Figure 1. Cells colored by class (run 1).
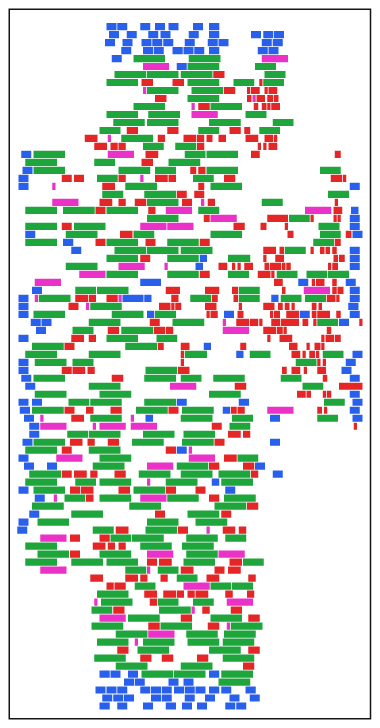
Figure 2. Sequential cells colored by netlist name (run 1).
The bar under the picture is 20 um long.
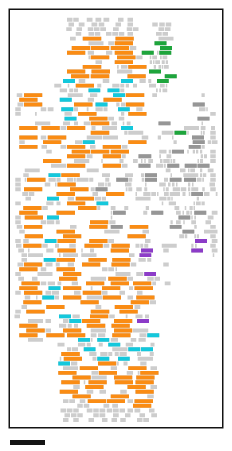
Figure 3. Routed clock nets over the placement (run 1).
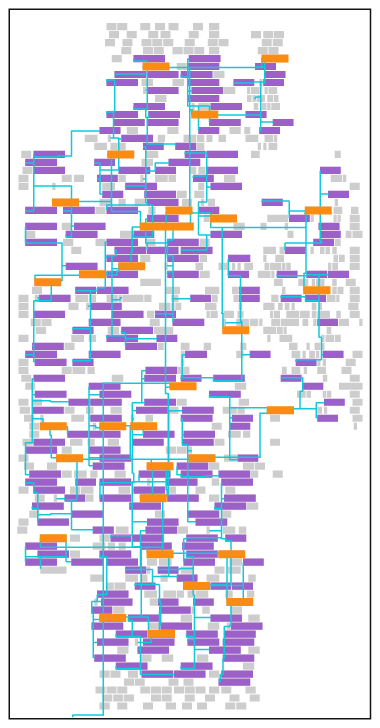
Figure 4. Clock wiring as the flow saved it (run 1).
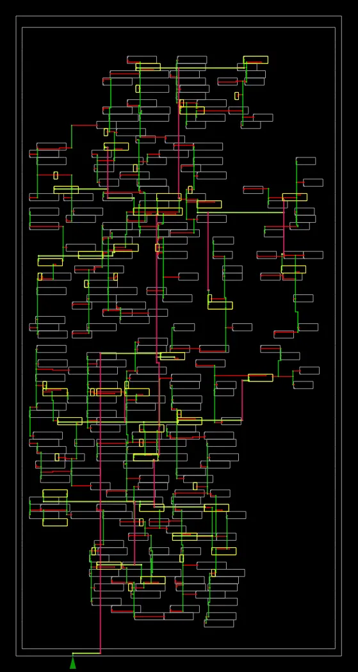
==> config.mk <==
export PLATFORM = sky130hd
export DESIGN_NAME = qick_xcom_cmd_arb
export DESIGN_NICKNAME = d
export VERILOG_FILES = /design/src/rtl/qick_xcom_cmd_arb.sv
export SDC_FILE = /design/constraint.sdc
export NUM_CORES = 1
export LEC_CHECK = 0
export ABC_CLOCK_PERIOD_IN_PS = 3900
export CORE_ASPECT_RATIO = 2
export CORE_MARGIN = 2
export CORE_UTILIZATION = 30
export CTS_CLUSTER_SIZE = 8
export DETAILED_ROUTE_END_ITERATION = 7
export SYNTH_ARGS = -nofsm -noshare
export SYNTH_HDL_FRONTEND = slang
export SYNTH_SLANG_ARGS = --single-unit
==> constraint.sdc <==
create_clock -name c_clk_i -period 3.9 [get_ports c_clk_i]
set_clock_uncertainty 0.2 [all_clocks]
set_input_delay 0.585 -clock c_clk_i [delete_from_list [all_inputs] [get_ports c_clk_i]]
set_output_delay 0.585 -clock c_clk_i [all_outputs]
set_load 0.02 [all_outputs]
==> src/rtl/qick_xcom_cmd_arb.sv <==
// -----------------------------------------------------------------------------
// qick_xcom_cmd_arb
//
// Purpose:
//   Arbitrates XCOM command issue between the tProc peripheral port and the
//   PS/AXI command port. Each source feeds a small FIFO. One command at a time
//   is handed to qick_xcom over a 4-phase req/ack pair. The pair is chosen by
//   op[4]: 1 selects the network pair, 0 selects the local pair.
//
// Ports (all in c_clk_i):
//   c_clk_i, c_rst_i            clock, synchronous active-high reset
//   tp_en_i/tp_op_i/tp_dt_i     tProc command strobe, opcode, data
//   tp_rdy_o                    tProc queue not full (registered)
//   ps_en_i/ps_op_i/ps_dt_i     PS command strobe, opcode, data
//   ps_rdy_o                    PS queue not full (registered)
//   cfg_prio_i                  0 = round-robin, 1 = tProc fixed priority
//   err_clr_i                   clears err_o
//   cmd_loc_req_o/cmd_loc_ack_i local command handshake
//   cmd_net_req_o/cmd_net_ack_i network command handshake
//   cmd_op_o                    {src(1=PS), 2'b00, op[4:0]}, stable while req high
//   cmd_dt_o                    command data, stable while req high
//   busy_o                      FSM not idle or any queue non-empty
//   err_o                       sticky: a strobe hit a full queue
//   cmd_cnt_o                   completed commands (wraps)
//   drop_cnt_o                  dropped commands (wraps)
// -----------------------------------------------------------------------------
module qick_xcom_cmd_arb #(
  parameter int QD    = 2,
  parameter int CNT_W = 8
) (
  input  logic             c_clk_i,
  input  logic             c_rst_i,
  input  logic             tp_en_i,
  input  logic [4:0]       tp_op_i,
  input  logic [31:0]      tp_dt_i,
  output logic             tp_rdy_o,
  input  logic             ps_en_i,
  input  logic [4:0]       ps_op_i,
  input  logic [31:0]      ps_dt_i,
  output logic             ps_rdy_o,
  input  logic             cfg_prio_i,
  input  logic             err_clr_i,
  output logic             cmd_loc_req_o,
  input  logic             cmd_loc_ack_i,
  output logic             cmd_net_req_o,
  input  logic             cmd_net_ack_i,
  output logic [7:0]       cmd_op_o,
  output logic [31:0]      cmd_dt_o,
  output logic             busy_o,
  output logic             err_o,
  output logic [CNT_W-1:0] cmd_cnt_o,
  output logic [CNT_W-1:0] drop_cnt_o
);

  localparam int PW = $clog2(QD);
  localparam int EW = 37;  // {op[4:0], dt[31:0]}

  typedef enum logic [1:0] {
    ST_IDLE,
    ST_REQ,
    ST_WACK
  } state_t;

  // Index 0 = tProc, index 1 = PS.
  logic [1:0][EW-1:0] q_din;
  logic [1:0][EW-1:0] q_head;
  logic [1:0]         q_push_req;
  logic [1:0]         q_pop;
  logic [1:0]         q_empty;
  logic [1:0]         q_full;
  logic [1:0]         q_accept;
  logic [1:0]         q_drop;

  assign q_push_req = {ps_en_i, tp_en_i};
  assign q_din[0]   = {tp_op_i, tp_dt_i};
  assign q_din[1]   = {ps_op_i, ps_dt_i};

  // ---------------------------------------------------------------------------
  // Per-source FIFOs
  // ---------------------------------------------------------------------------
  genvar gi;
  generate
    for (gi = 0; gi < 2; gi++) begin : g_q
      logic [EW-1:0] mem [QD];
      logic [PW-1:0] wr_ptr_reg;
      logic [PW-1:0] rd_ptr_reg;
      logic [PW:0]   cnt_reg;
      logic [PW:0]   cnt_next;
      logic          full_reg;

      // A pop frees a slot in the same cycle, so a full queue still accepts a
      // strobe when the arbiter pops it on that edge.
      assign q_accept[gi] = q_push_req[gi] && (!full_reg || q_pop[gi]);
      assign q_drop[gi]   = q_push_req[gi] && full_reg && !q_pop[gi];
      assign q_empty[gi]  = (cnt_reg == '0);
      assign q_full[gi]   = full_reg;
      assign q_head[gi]   = mem[rd_ptr_reg];
      assign cnt_next     = cnt_reg + (PW+1)'(q_accept[gi]) - (PW+1)'(q_pop[gi]);

      always_ff @(posedge c_clk_i) begin
        if (q_accept[gi]) begin
          mem[wr_ptr_reg] <= q_din[gi];
        end
      end

      always_ff @(posedge c_clk_i) begin
        if (c_rst_i) begin
          wr_ptr_reg <= '0;
          rd_ptr_reg <= '0;
          cnt_reg    <= '0;
          full_reg   <= 1'b0;
        end else begin
          if (q_accept[gi]) wr_ptr_reg <= wr_ptr_reg + PW'(1);
          if (q_pop[gi])    rd_ptr_reg <= rd_ptr_reg + PW'(1);
          cnt_reg  <= cnt_next;
          full_reg <= (cnt_next == (PW+1)'(QD));
        end
      end
    end
  endgenerate

  assign tp_rdy_o = !q_full[0];
  assign ps_rdy_o = !q_full[1];

  // ---------------------------------------------------------------------------
  // Issue FSM
  // ---------------------------------------------------------------------------
  state_t            state_reg, state_next;
  logic              rr_ps_reg;      // on a tie in round-robin mode, PS wins when set
  logic              net_reg;        // path of the command in flight
  logic              loc_req_reg, net_req_reg;
  logic [7:0]        op_reg;
  logic [31:0]       dt_reg;
  logic              err_reg;
  logic [CNT_W-1:0]  cmd_cnt_reg, drop_cnt_reg;

  logic              grant_ps;
  logic              issue;
  logic              done;
  logic              sel_ack;
  logic [EW-1:0]     sel_head;

  always_comb begin
    grant_ps = 1'b0;
    if (q_empty[0])      grant_ps = 1'b1;
    else if (q_empty[1]) grant_ps = 1'b0;
    else                 grant_ps = cfg_prio_i ? 1'b0 : rr_ps_reg;
  end

  assign sel_head = q_head[grant_ps];
  assign sel_ack  = net_reg ? cmd_net_ack_i : cmd_loc_ack_i;

  always_comb begin
    state_next = state_reg;
    issue      = 1'b0;
    done       = 1'b0;
    q_pop      = 2'b00;
    case (state_reg)
      ST_IDLE: begin
        if (!(&q_empty)) begin
          issue      = 1'b1;
          q_pop      = grant_ps ? 2'b10 : 2'b01;
          state_next = ST_REQ;
        end
      end
      ST_REQ: begin
        if (sel_ack) state_next = ST_WACK;
      end
      ST_WACK: begin
        if (!sel_ack) begin
          done       = 1'b1;
          state_next = ST_IDLE;
        end
      end
      default: state_next = ST_IDLE;
    endcase
  end

  always_ff @(posedge c_clk_i) begin
    if (c_rst_i) begin
      state_reg    <= ST_IDLE;
      rr_ps_reg    <= 1'b0;
      net_reg      <= 1'b0;
      loc_req_reg  <= 1'b0;
      net_req_reg  <= 1'b0;
      op_reg       <= '0;
      dt_reg       <= '0;
      err_reg      <= 1'b0;
      cmd_cnt_reg  <= '0;
      drop_cnt_reg <= '0;
    end else begin
      state_reg <= state_next;

      if (issue) begin
        op_reg      <= {grant_ps, 2'b00, sel_head[36:32]};
        dt_reg      <= sel_head[31:0];
        net_reg     <= sel_head[36];
        loc_req_reg <= !sel_head[36];
        net_req_reg <= sel_head[36];
        rr_ps_reg   <= !grant_ps;
      end else if (state_reg == ST_REQ && sel_ack) begin
        loc_req_reg <= 1'b0;
        net_req_reg <= 1'b0;
      end

      if (done) cmd_cnt_reg <= cmd_cnt_reg + CNT_W'(1);

      // Both sources may drop on the same edge.
      drop_cnt_reg <= drop_cnt_reg + CNT_W'(q_drop[0]) + CNT_W'(q_drop[1]);

      // A new drop wins over a clear on the same edge.
      if (|q_drop)        err_reg <= 1'b1;
      else if (err_clr_i) err_reg <= 1'b0;
    end
  end

  assign cmd_loc_req_o = loc_req_reg;
  assign cmd_net_req_o = net_req_reg;
  assign cmd_op_o      = op_reg;
  assign cmd_dt_o      = dt_reg;
  assign err_o         = err_reg;
  assign cmd_cnt_o     = cmd_cnt_reg;
  assign drop_cnt_o    = drop_cnt_reg;
  assign busy_o        = (state_reg != ST_IDLE) || !(&q_empty);

endmodule
==> results.cfg, run 1 <==
; flow metrics
[critical_path]
slowest_delay_ps = 550
cp-start-kind = flip-flop
worstReg2RegEnd = g_q[0].mem[0][28]
reg2reg_slack_ps = 1440
startpoint = g_q[0].cnt_reg[1]
criticalPathCategory = reg2out
cpMaxStageDelayCell = clkdlybuf4s50_1
cp-end-kind = output port
path_cells = nor4_2 -> nand2_1 -> clkdlybuf4s50_1
reg2reg_depth = 5
path_max_fanout = 5
arrival_ps = 1990

[power]
p_switching_w = 0.00260
finalPower_w = 0.00831
peakVddDrop_uv = 426
p_leak_nw = 3.75
switching_share = 0.313

[sta]
min_period_ps = 2770
fmax_ghz = 0.360
maxSlewViolCount = 0
finalSetupViolCount = 0
whs_ps = 258
tightest_slew_ps = 1010
relSlewSlack = 0.325
grt_setup_unrepaired = false
setup_ws_ps = 1130

[min_path]
min_to = rr_ps_reg
worstHoldPathCells = 2

[layout]
drive_gt1_frac = 0.184
stdcell_area_um2 = 11100
utilization = 0.403
syn_to_final_growth_pct = 31.9
fin_nets = 777
final_common_cell = edfxtp_1
comb_area_um2 = 2320
antenna_cells = 0
fillerInstances = 2631
final_cell_mix = edfxtp_1 (148), clkdlybuf4s50_1 (140), dfxtp_1 (70)

[synthesis]
yosys.area.top_type = edfxtp_1
synth_top_area_share = 0.528
syn_inst = 533
ys_async_sr_fraction = 0
syn-cell-area_um2 = 8420
ff_type = edfxtp_1
ys_area_um2 = 8420
yosysWarningCount = 0

[floorplan]
die_x_um = 122
die_area_um2 = 29500
core_area_um2 = 27500
fp-utilization = 0.306
die_h_um = 241
io_pins = 144

[placed_design]
gp_congestion = 0.725
dp_hpwl_mm = 13.6
pre_cts_ws_ps = 826
placed_cell_area_um2 = 10200

[global_route]
gr-usage-met3 = 0.0184
antenna_found_initial = 0
grt_use_met1 = 0.125
grt_pass1_vias = 5148
grt_pass1_wl_mm = 28.8
grt_usage = 0.132
top_usage_layer = met2

[cts]
cts.clk_slew.worst_paths_ps = 50
cts_resized = 0
cts_tree = done
cts_root_buf = clkbuf_16
cts_setup_buffers = 0
max-clock-path-buffers = 3

[detailed_routing]
wl_met2_mm = 11.6
wl_per_cell_um = 18.3
wl_met3_um = 702
drt-total-wl_mm = 19.5
met1_length_mm = 6.63
drc_errors = 0
vias = 4909

[outcome]
status = completed
-- Figure 1 (at the start) --
[magenta] clock drivers and dummy loads | cells: 56
[red] combinational and other logic | cells: 282
[blue] remaining buffers and delay cells | cells: 153
[green] sequential cells | cells: 220
Rows: 86
fraction of area in registers: 0.530

-- Figure 2 (at the start) --
[green] drop_cnt_o | placed flops: 8 | where: upper right
[purple] cmd_op_o | placed flops: 6
[cyan] cmd_dt_o | placed flops: 32
[orange] g_q.mem | placed flops: 148

-- Figure 3 (at the start) --
[orange] clock drivers | count: 31
[cyan] clock wires | length: 2850 um
[purple] flip-flops | count: 220
routed clock nets: 32
Late-Pin Clk Latency: 530 ps
clk pwr: 0.00243 W
Clk pwr share: 0.292

-- Figure 4 (at the start) --
# clk buffers: 56
clk sinks: 220
Seq cells: 220
number of buffers created by CTS: 31

==> run 1: synthesized netlist by cell type, types with 2 or more instances <==
master	instances
nor2b_1	9
nand2_1	7
o22ai_1	7
or2_1	2
mux2i_1	36
buf_2	6
buf_1	3
clkbuf_1	11
xnor2_1	6
nand2b_1	4
mux2_2	40
xor2_1	9
a21oi_1	6
a2111oi_0	2
buf_4	6
nand4_1	2
o21ai_0	4
dfxtp_1	72
o22ai_2	30
a21boi_2	2
inv_1	9
ha_1	6
or3_1	3
nor3_1	5
nor2_1	28
and2_1	3
a22oi_1	36
buf_6	6
edfxtp_1	148
nand3_1	9
==> run 1: cell families after synthesis <==
kind of cell,share of synthesized area
xor+xnor,0.0156
buf+inv,0.0282
flops,0.699
mux,0.100
simple gates,0.0461
compound gates,0.0990
fa+ha+maj,0.0113
other cells,0.000445
==> run 1: cell type report <==
| class | instances | share of cell area |
|---|---|---|
| Clock buffer | 56 | 0.0802 |
| Inverter | 11 | 0.00383 |
| Timing Repair Buffer | 153 | 0.137 |
| Tap cell | 352 | 0.0396 |
| Multi-Input combinational cell | 271 | 0.209 |
| Sequential cell | 220 | 0.530 |
==> run 1: worst max-delay path: cells and delay by family, from the launching register on <==
kind | cells | cell delay, ps
and+or+nand+nor | 2 | 570
buffers and inverters | 1 | 550
DFF | 1 | 340
==> run 1: power by group through the flow <==
stage	logic [W]	clock network (W)	registers [W]
global route	0.00270	0.00260	0.00344
CTS	0.00255	0.00249	0.00341
finish	0.00249	0.00243	0.00339
floorplan	0.00148	0	0.00351
global placement	0.00252	0	0.00344
detailed placement	0.00254	0	0.00345
==> run 1 -> run 2 <==
--- a/config.mk
+++ b/config.mk
@@ -5,7 +5,7 @@
 export SDC_FILE = /design/constraint.sdc
 export NUM_CORES = 1
 export LEC_CHECK = 0
-export ABC_CLOCK_PERIOD_IN_PS = 3900
+export ABC_CLOCK_PERIOD_IN_PS = 2700
 export CORE_ASPECT_RATIO = 2
 export CORE_MARGIN = 2
 export CORE_UTILIZATION = 30
==> constraint.sdc (replaced) <==
create_clock -name c_clk_i -period 2.7 [get_ports c_clk_i]
set_clock_uncertainty 0.2 [all_clocks]
set_input_delay 0.405 -clock c_clk_i [delete_from_list [all_inputs] [get_ports c_clk_i]]
set_output_delay 0.405 -clock c_clk_i [all_outputs]
set_load 0.02 [all_outputs]
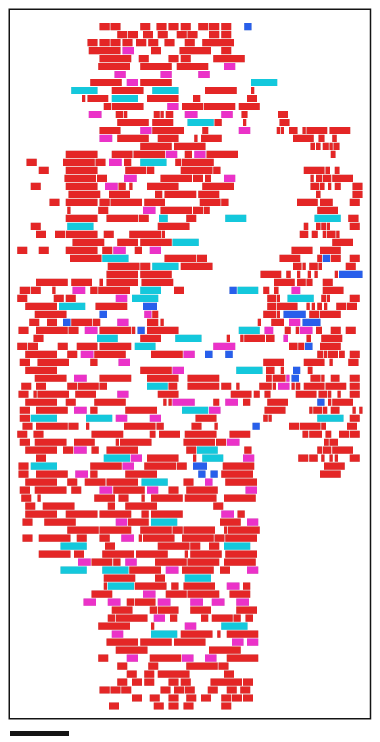
Figure 5: run 2, cell sizes after repair.
The bar under the picture is 20 um long.
[cyan] _6 and larger | cells: 42 | most used: clkbuf_16
[red] _0 and _1 cells | cells: 580 | most used: edfxtp_1
[blue] _3 and _4 cells | cells: 20 | most used: buf_4
[magenta] _2 cells | cells: 81 | most used: mux2_2
Area growth syn-to-layout: 34.2%
Non-CTS buffers: 164
final setup margin: 167 ps
Design Area, Final: 11300 um^2

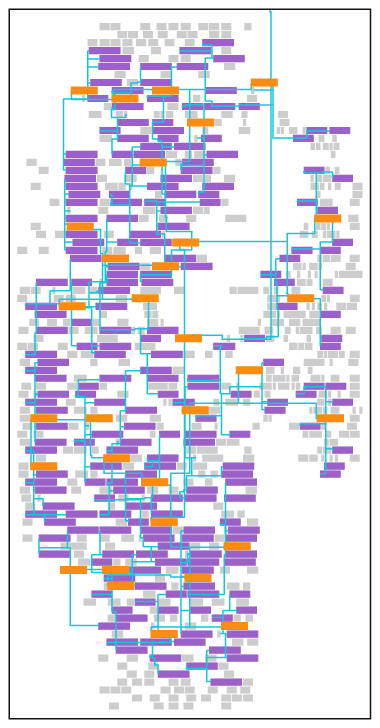
Figure 6: run 2, routed clock nets over the placement.
[purple] flip-flops | count: 220
[cyan] clock wires | length: 2820 um
[orange] clock drivers | count: 31
routed clock nets: 32

==> run 2 against run 1 <==
Critical path depth unchanged. Non-clock buffer count up 11. Die area unchanged. Largest cell class unchanged.
==> results.cfg, run 2 <==
; flow metrics
[outcome]
status = completed

[critical_path]
path_cells = nor4_4 -> nand2_1 -> clkdlybuf4s50_1
arrival_ps = 1930
critical_path_depth = 3
cp-end-kind = output port
cpMaxStageDelayCell = clkdlybuf4s50_1
reg2reg_slack_ps = 410
slowest_delay_ps = 560
criticalPathCategory = reg2out
worstReg2RegEnd = g_q[0].full_reg
reg2reg_depth = 10
startpoint = g_q[0].cnt_reg[1]

[synthesis]
synth_top_area_share = 0.528
syn-cell-area_um2 = 8420
synthAoiAreaFrac = 0.0990
synthTopCellsByCount = edfxtp_1 (148), dfxtp_1 (72), mux2_2 (40)
ys_area_um2 = 8420
ys_async_sr_fraction = 0
post-synth-top-count-cell = edfxtp_1
logic_family = multiplexers
simple_gate_area_frac = 0.0461
syn_inst = 533

[global_route]
grt_pass1_wl_mm = 29.3
grt_pass1_vias = 5197
grt_usage = 0.132
antenna_found_initial = 2

[detailed_routing]
drc_errors = 0
vias = 4988

[sta]
fmax_ghz = 0.395
grt_setup_unrepaired = false
relSlewSlack = 0.648
whs_ps = 56.7

[cts]
max-clock-path-buffers = 3
cts_root_buf = clkbuf_16
cts.clk_slew.worst_paths_ps = 50
numCtsBuffers = 31
clkSinkCount = 220

[layout]
fin_nets = 788
final_cell_mix = edfxtp_1 (148), clkdlybuf4s50_1 (140), dfxtp_1 (70)
drive_gt1_frac = 0.198

[power]
switching_share = 0.313
pg_comb_w = 0.00388
power_frac_clock = 0.289
seq_power_w = 0.00480

[floorplan]
num_rows = 86
die_x_um = 122

[placed_design]
pre_cts_ws_ps = 30.7
gp_congestion = 0.728
dp_hpwl_mm = 13.7
[run 2: cell count changes in the layout (fill, tap and decap cells not counted), sizes merged]
cell,delta
inv,+1
diode,+2
buf,+11
[run 2: routing by layer]
metal / global-route usage / share of wire / up-vias / wire (um)
li1: - / - / 2363 / -
met1: 0.133 / 0.35 / 2427 / 6880
met2: 0.257 / 0.57 / 157 / 11100
met3: 0.0210 / 0.039 / 41 / 767
met4: 0.0627 / 0.035 / 0 / 688
met5: 0 / 0 / - / 0
[run 2: worst min-delay path by stage]
stage / start / end / cells after the start
after CTS: c_rst_i / cmd_cnt_o[5] / 2
after global routing: c_rst_i / cmd_cnt_o[5] / 2
final: c_rst_i / cmd_cnt_o[5] / 2
after floorplan: rr_ps_reg / rr_ps_reg / 2
after global placement: rr_ps_reg / rr_ps_reg / 2
after detailed placement: rr_ps_reg / rr_ps_reg / 2
[run 2: cells by family (layout without fill, tap and decap cells)]
| kind of cell | after synthesis | after routing |
|---|---|---|
| other cells | 1 | 4 |
| xor+xnor | 15 | 15 |
| mux | 78 | 78 |
| fa+ha+maj | 7 | 7 |
| flops | 220 | 220 |
| simple gates | 77 | 77 |
| buf+inv | 43 | 232 |
| compound gates | 92 | 92 |
[run 2: layout make-up]
class,count,area share
sequential,220,0.521
multi-input combinational,271,0.206
timing repair buffer,164,0.150
clock buffer,56,0.0788
tap,352,0.0390
inverter,11,0.00376
clock inverter,1,0.000775
antenna,2,0.000443
[run 2: worst register-to-register path, cell delays in order (launching register included)]
cell      delay (ps)
dfxtp_1          380
nor2_1           280
o211ai_2         160
buf_4            180
inv_2             50
ha_1             220
inv_1             60
ha_1             150
xor2_1           200
nor2_1            90
nor4_1           240
==> run 2 -> run 3 <==
--- a/config.mk
+++ b/config.mk
@@ -11,6 +11,7 @@
 export CORE_UTILIZATION = 30
 export CTS_CLUSTER_SIZE = 8
 export DETAILED_ROUTE_END_ITERATION = 7
+export GPL_TIMING_DRIVEN = 0
 export SYNTH_ARGS = -nofsm -noshare
 export SYNTH_HDL_FRONTEND = slang
 export SYNTH_SLANG_ARGS = --single-unit
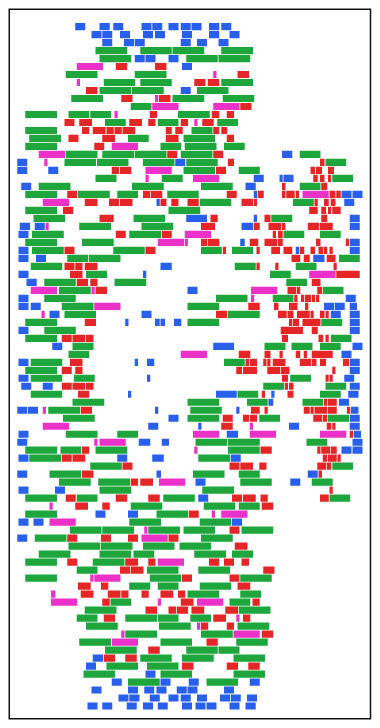
Figure 7: run 3, cells colored by class.
[red] combinational and other logic | cells: 283
[green] sequential cells | cells: 220
[blue] remaining buffers and delay cells | cells: 175
[magenta] clock drivers and dummy loads | cells: 56

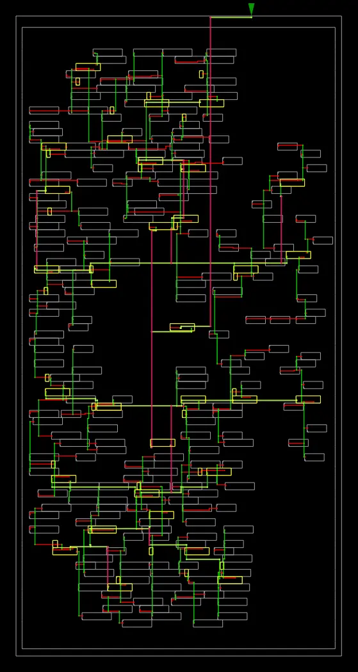
Figure 8: run 3, clock wiring as the flow saved it.
clk pwr: 0.00346 W
# clk buffers: 55

==> run 3 against run 2 <==
Register-to-register slack worse by 260 ps. Highest routed layer is now met5. Critical path type is now reg2reg. Sequential share of layout area is 0.24 points higher. Total power is 0.69% lower. Critical endpoint is now g_q[1].mem[0][14]. Fmax is 0.69% lower. Global-route usage is 0.40 points higher.
==> results.cfg, run 3 <==
; flow metrics
[outcome]
status = completed

[critical_path]
cpMaxStageDelayCell = nor2b_4
crit_required_ps = 2660
criticalPathCategory = reg2reg
path_cells = or2_1 -> a211o_4 -> a21boi_2 -> nor2b_4
slowest_delay_ps = 640
cp-end-kind = flip-flop

[synthesis]
syn-cell-area_um2 = 8420
syn_inst = 533
post-synth-top-count-cell = edfxtp_1
ys_area_um2 = 8420
synthTopCellsByCount = edfxtp_1 (148), dfxtp_1 (72), mux2_2 (40)
ys_async_sr_fraction = 0
synth_top_area_share = 0.528

[global_route]
gr-usage-met3 = 0.0279
top_usage_layer = met2
antenna_found_initial = 1
grt_pass1_wl_mm = 29.9
grt_util_met2 = 0.269
grt_pass1_vias = 5290
grt_usage = 0.136
grt_use_met1 = 0.134

[layout]
stdcell_area_um2 = 11200
drive_gt1_frac = 0.184
final_cell_mix = edfxtp_1 (148), clkdlybuf4s50_1 (141), dfxtp_1 (72)
final_common_cell = edfxtp_1
syn_to_final_growth_pct = 33.5
fin_nets = 800

[detailed_routing]
ant_nets = 0
wl_met2_mm = 11.5
top_layer_used = met5
drc_errors = 0
vias = 4997
wl_per_cell_um = 18.4
met1_length_mm = 6.89
drt-initial-drc-count = 165

[cts]
max-clock-path-buffers = 3
numCtsBuffers = 31
clkSinkCount = 220
cts_root_buf = clkbuf_16
cts.clk_slew.worst_paths_ps = 50

[sta]
grt_setup_unrepaired = false
relSlewSlack = 0.462
fmax_ghz = 0.392

[floorplan]
core_area_um2 = 27500
die_x_um = 122

[placed_design]
gp_congestion = 0.783

[flow_run]
log.warning_count = 26
run 3: cell type report:
cell class | instances | area share
Multi-Input combinational cell | 272 | 0.208
Clock inverter | 1 | 0.000445
Timing Repair Buffer | 144 | 0.131
Buffer | 31 | 0.0169
Inverter | 11 | 0.00378
Clock buffer | 55 | 0.0770
Sequential cell | 220 | 0.523
Antenna cell | 1 | 0.000223
Tap cell | 352 | 0.0392
run 3: stage by stage:
step	utilization	power (W)	hold WS, ps	TNS (ps)	setup WS, ps
detailed placement	0.376	0.00881	256	-30560	-623
finish	0.408	0.0121	250	0	149
CTS	0.408	0.0123	224	0	79.5
floorplan	-	0.00721	237	0	15.9
global placement	0.373	0.00873	252	-148360	-1260
global route	0.408	0.0128	235	0	35.5
run 3: power by group:
part	switching (W)	total [W]	internal [W]	leakage, nW
Clock	0.00133	0.00346	0.00213	0.414
Combinational	0.00213	0.00392	0.00180	1.42
Sequential	0.000363	0.00474	0.00438	1.97
Total	0.00382	0.0121	0.00830	3.81
run 3: kinds of logic (layout without fill, tap and decap cells):
group	after synthesis	after routing	share of synthesized area
AND-OR/OR-AND	92	92	0.0990
XOR/XNOR	15	15	0.0156
adder cells (fa/ha/maj)	7	7	0.0113
buffers and inverters	43	242	0.0282
flip-flops	220	220	0.699
multiplexers	78	78	0.100
other	1	3	0.000445
AND/OR/NAND/NOR	77	78	0.0461
run 3: worst paths after layout:
| check | cells after the start | to | slack [ps] | from |
|---|---|---|---|---|
| worst max-delay path | 4 | g_q[1].mem[0][14] | 150 | g_q[0].cnt_reg[1] |
| worst min-delay path | 1 | g_q[0].mem[0][14] | 250 | tp_dt_i[14] |
| worst max register to register | 4 | g_q[1].mem[0][14] | 150 | g_q[0].cnt_reg[1] |
| worst min register to register | 2 | rr_ps_reg | 260 | rr_ps_reg |
Power and IR drop assume default switching activity.
